$ cat config.mk
export PLATFORM = sky130hd
export DESIGN_NAME = mem_read_ctrl
export DESIGN_NICKNAME = d
export VERILOG_FILES = /design/src/rtl/mem_read_ctrl.sv
export SDC_FILE = /design/constraint.sdc
export NUM_CORES = 1
export LEC_CHECK = 0
export ABC_CLOCK_PERIOD_IN_PS = 3930
export CORE_MARGIN = 1.5
export CORE_UTILIZATION = 30
export CTS_CLUSTER_SIZE = 30
export DETAILED_ROUTE_END_ITERATION = 16
export RECOVER_POWER = 50
export SETUP_SLACK_MARGIN = 0.5
export SYNTH_ARGS = -nofsm -noshare
export SYNTH_HDL_FRONTEND = slang
export SYNTH_SLANG_ARGS = --single-unit
$ cat constraint.sdc
create_clock -name clk -period 3.93 [get_ports clk]
set_input_delay 0.786 -clock clk [delete_from_list [all_inputs] [get_ports clk]]
set_output_delay 0.786 -clock clk [all_outputs]
set_load 0.02 [all_outputs]
$ cat src/rtl/mem_read_ctrl.sv
// Memory read controller: fixed SETUP/WAIT/CAPT sequence toward a memory array,
// with the captured word held on a valid/ack handshake until the CPU acknowledges it.
module mem_read_ctrl #(
   parameter int ADDR_W      = 10,
   parameter int DATA_W      = 8,
   parameter int WAIT_STATES = 2
) (
   input  logic              clk,
   input  logic              rst_n,
   input  logic              req,
   input  logic [ADDR_W-1:0] addr,
   input  logic              abort,
   input  logic              rack,
   input  logic [DATA_W-1:0] mem_rdata,
   output logic              busy,
   output logic [ADDR_W-1:0] mem_addr,
   output logic              mem_oe,
   output logic [DATA_W-1:0] rdata,
   output logic              rvalid,
   output logic              bus_en,
   output logic [2:0]        dbg_state
);

   // Handshake: rvalid/rdata stay stable from entry to HOLD until rack is
   // sampled high; req is only looked at in IDLE and is otherwise dropped.
   typedef enum logic [2:0] {
      st_idle  = 3'd0,
      st_setup = 3'd1,
      st_wait  = 3'd2,
      st_capt  = 3'd3,
      st_hold  = 3'd4
   } state_t;

   localparam logic [3:0] ws_load = 4'(WAIT_STATES);

   state_t     state, state_nxt;
   logic [3:0] wait_cnt, wait_cnt_nxt;

   always_ff @(posedge clk or negedge rst_n) begin
      if (!rst_n) begin
         state    <= st_idle;
         wait_cnt <= 4'd0;
         mem_addr <= '0;
         rdata    <= '0;
      end else begin
         state    <= state_nxt;
         wait_cnt <= wait_cnt_nxt;
         if (state == st_idle && req)
            mem_addr <= addr;
         // abort in CAPT wins, so the capture is suppressed with it
         if (state == st_capt && !abort)
            rdata <= mem_rdata;
      end
   end

   always_comb begin
      state_nxt    = state;
      wait_cnt_nxt = wait_cnt;
      case (state)
         st_idle: begin
            if (req)
               state_nxt = st_setup;
         end
         st_setup: begin
            wait_cnt_nxt = ws_load;
            if (abort)
               state_nxt = st_idle;
            else if (WAIT_STATES > 0)
               state_nxt = st_wait;
            else
               state_nxt = st_capt;
         end
         st_wait: begin
            if (abort)
               state_nxt = st_idle;
            else if (wait_cnt <= 4'd1)
               state_nxt = st_capt;
            else
               wait_cnt_nxt = wait_cnt - 4'd1;
         end
         st_capt: begin
            if (abort)
               state_nxt = st_idle;
            else
               state_nxt = st_hold;
         end
         st_hold: begin
            if (rack)
               state_nxt = st_idle;
         end
         default: state_nxt = st_idle;
      endcase
   end

   assign busy      = (state != st_idle);
   assign mem_oe    = (state == st_setup) || (state == st_wait) || (state == st_capt);
   assign rvalid    = (state == st_hold);
   assign bus_en    = rvalid;
   assign dbg_state = state;

endmodule

==> Changelog: implementation <==
### Changed

- Chip area estimate from yosys synthesis: 1110 µm²
- End of the worst register-to-register path: mem_addr[8]
- Share of the yosys chip area belonging to registers: 56.4%
- Number of nets in the layout: 159
- Layout cells sized above 1: 18.0%
- Die height: 63.8 µm
- Startpoint of the worst setup timing path: dbg_state[2]
- Overall track demand over capacity in global routing: 13.1%
- Count of final hold-check violations: 0
- Clock period minus final worst setup slack: 2.49 ns
- Area growth from synthesis to layout: 50.1%
- Worst clock skew: 0.00139 ns
- Crit path cell chain: or3_1 -> clkdlybuf4s50_1
- Cycle use final: 63.4%
- Sum of routed wire segments on met1: 1030 µm
- Status: finished clean
- Worst Hold Path EP: mem_addr[2]
- Count of warnings emitted by yosys: 0
- DRC violations left: 0
- Sw Ratio: 35.1%
- Delay of the slowest cell on the worst path: 0.55 ns
- Worst VDD drop: 0.000315 V
- Stages on the worst setup path: 2
- Pin count of the biggest net entering global routing: 26
- CTS sink count: 25
- Data arrival at the endpoint of the critical path: 1.70 ns
- Vias in the first global route: 883
- Cell leakage power: 0.703 nW
- Buffers added on ports: 47
- P_clk: 0.000153 W
- Gate power share: 47.9%
- Setup_tns: 0 ns
- Last element of the critical path: busy
- Async set-or-reset flop fraction in the synthesized netlist: 100%
- Chip area: 4070 µm²
- Maximum clock insertion buffer count: 2
- Antenna violations before repair: 0
- Sequential cell fraction of total power: 38.1%
- Cell count after synthesis: 84
- Count of final max-slew check failures: 0
- Min-delay worst type: reg2reg
- Filler Cell Count: 324
- Clock Tree Root: clkbuf_8
- # hold bufs at CTS: 0
- Critical Path RT: 3.14 ns
- Setup slack, reg-to-reg: 1.83 ns
- Final setup fails: 0
- Worst Setup Path Type: reg2out
- Syn_area_per_cell: 13.2 µm²
- Post-synth EDFFs: 0
- FF+latch area: 626 µm²
- Via density per instance: 4.74
- Switching power: 0.000384 W
- Worst reg2reg path startpoint: dbg_state[2]
- Met3 demand-to-capacity share in global routing: 4.23%
- Max Clk Rate: 0.402 GHz
- Power density cells: 657 nW/µm²
- Sequential-cell power consumption: 0.000417 W
- Clock tree from TritonCTS: done
- OpenROAD warning count: 27
- Number of cells in the yosys synthesis report: 84
- Count of antenna diodes in the layout: 0
- Post-CTS sizing: 0
- Router iterations before antenna repair: 4
## through the flow
step	std cells	hold WS, ns	instance area (µm²)	utilization (%)	power (W)
6_report	179	0.511	1670	48.4	0.00109
5_1_grt	179	0.533	1670	48.4	0.00116
4_1_cts	179	0.516	1680	48.7	0.00112
3_5_place_dp	175	0.494	1630	47.3	0.000958
3_3_place_gp	175	0.489	1630	47.3	0.000951
2_1_floorplan	84	0.474	1110	-	0.000689
## layout by cell type, fill, tap and decap left out, drive strengths merged, types with 2 or more instances in the layout
master,n
a2111oi,2
a21o,2
and3,2
clkbuf,4
clkdlybuf4s50,44
dfrtp,25
dlygate4sd3,3
ha,2
inv,6
mux2,18
nand2b,2
nor2,4
or3b,2
or4,2
## cells in the mapped netlist, drive strengths merged, types with 2 or more instances
| cell type | instances | share of area (%) |
|---|---|---|
| ha | 2 | 2.3 |
| or3b | 2 | 1.6 |
| nor2 | 4 | 2.0 |
| inv | 6 | 2.0 |
| nand2b | 2 | 1.1 |
| dfrtp | 25 | 56 |
| mux2 | 18 | 18 |
| and3 | 2 | 1.1 |
| a21o | 2 | 1.4 |
| buf | 3 | 1.6 |
| a2111oi | 2 | 1.6 |
| or4 | 2 | 1.4 |
## logic make-up after synthesis
kind of cell | share of synthesized area (%)
adders and majority gates | 2.25
DFF | 56.4
AOI/OAI and AO/OA | 8.23
muxes | 18.3
buffers and inverters | 3.61
and+or+nand+nor | 11.3
## area by class of cell
class                   count  area share, %
well taps                  46           3.46
repair buffers             48           28.5
clock inverters             1          0.451
inverters                   6           1.35
flip-flops and latches     25           37.6
multi-input cells          50           26.2
clock buffers               3           2.48
## sequential cells by signal (all words and copies together), names as in the netlist
signal / cells
mem_addr: 10
rdata: 8
dbg_state: 3
wait_cnt: 4
### Placement view

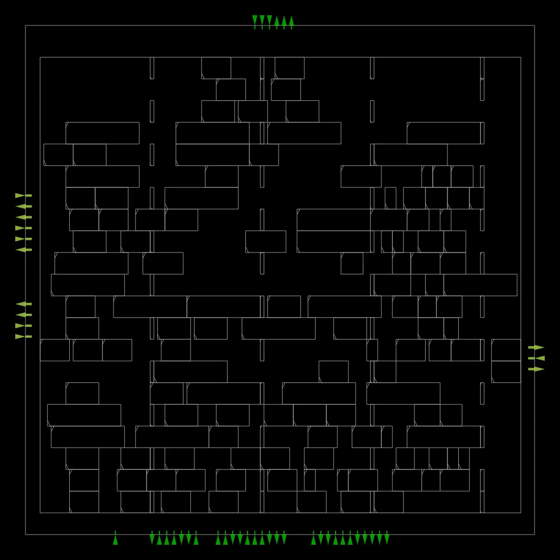
Core Region: 3440 µm²
sequential cell area share: 37.6%

### Signal wires on met1

Scale bar: 20 µm. Cells faint in the background.
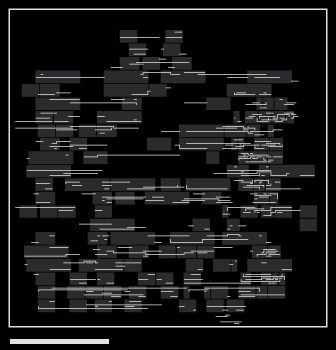
- share of all routed wire: 42%
- main direction: horizontal
- nets with wire on the layer: 142
- wire length on this layer: 1,030 µm
detailed-route via count: 848
total detailed-routing wirelength: 2450 µm
global routing usage on met1: 14.5%

### M2 wires

Cells faint in the background.
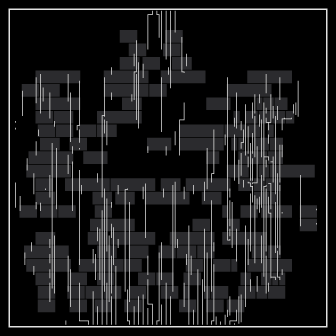
- wire length on this layer: 1,310 µm
- longest straight run: 32.8 µm
- main direction: vertical
grt met2 use: 22.7%

No activity file was given, so power comes from the tool's default toggle rates.
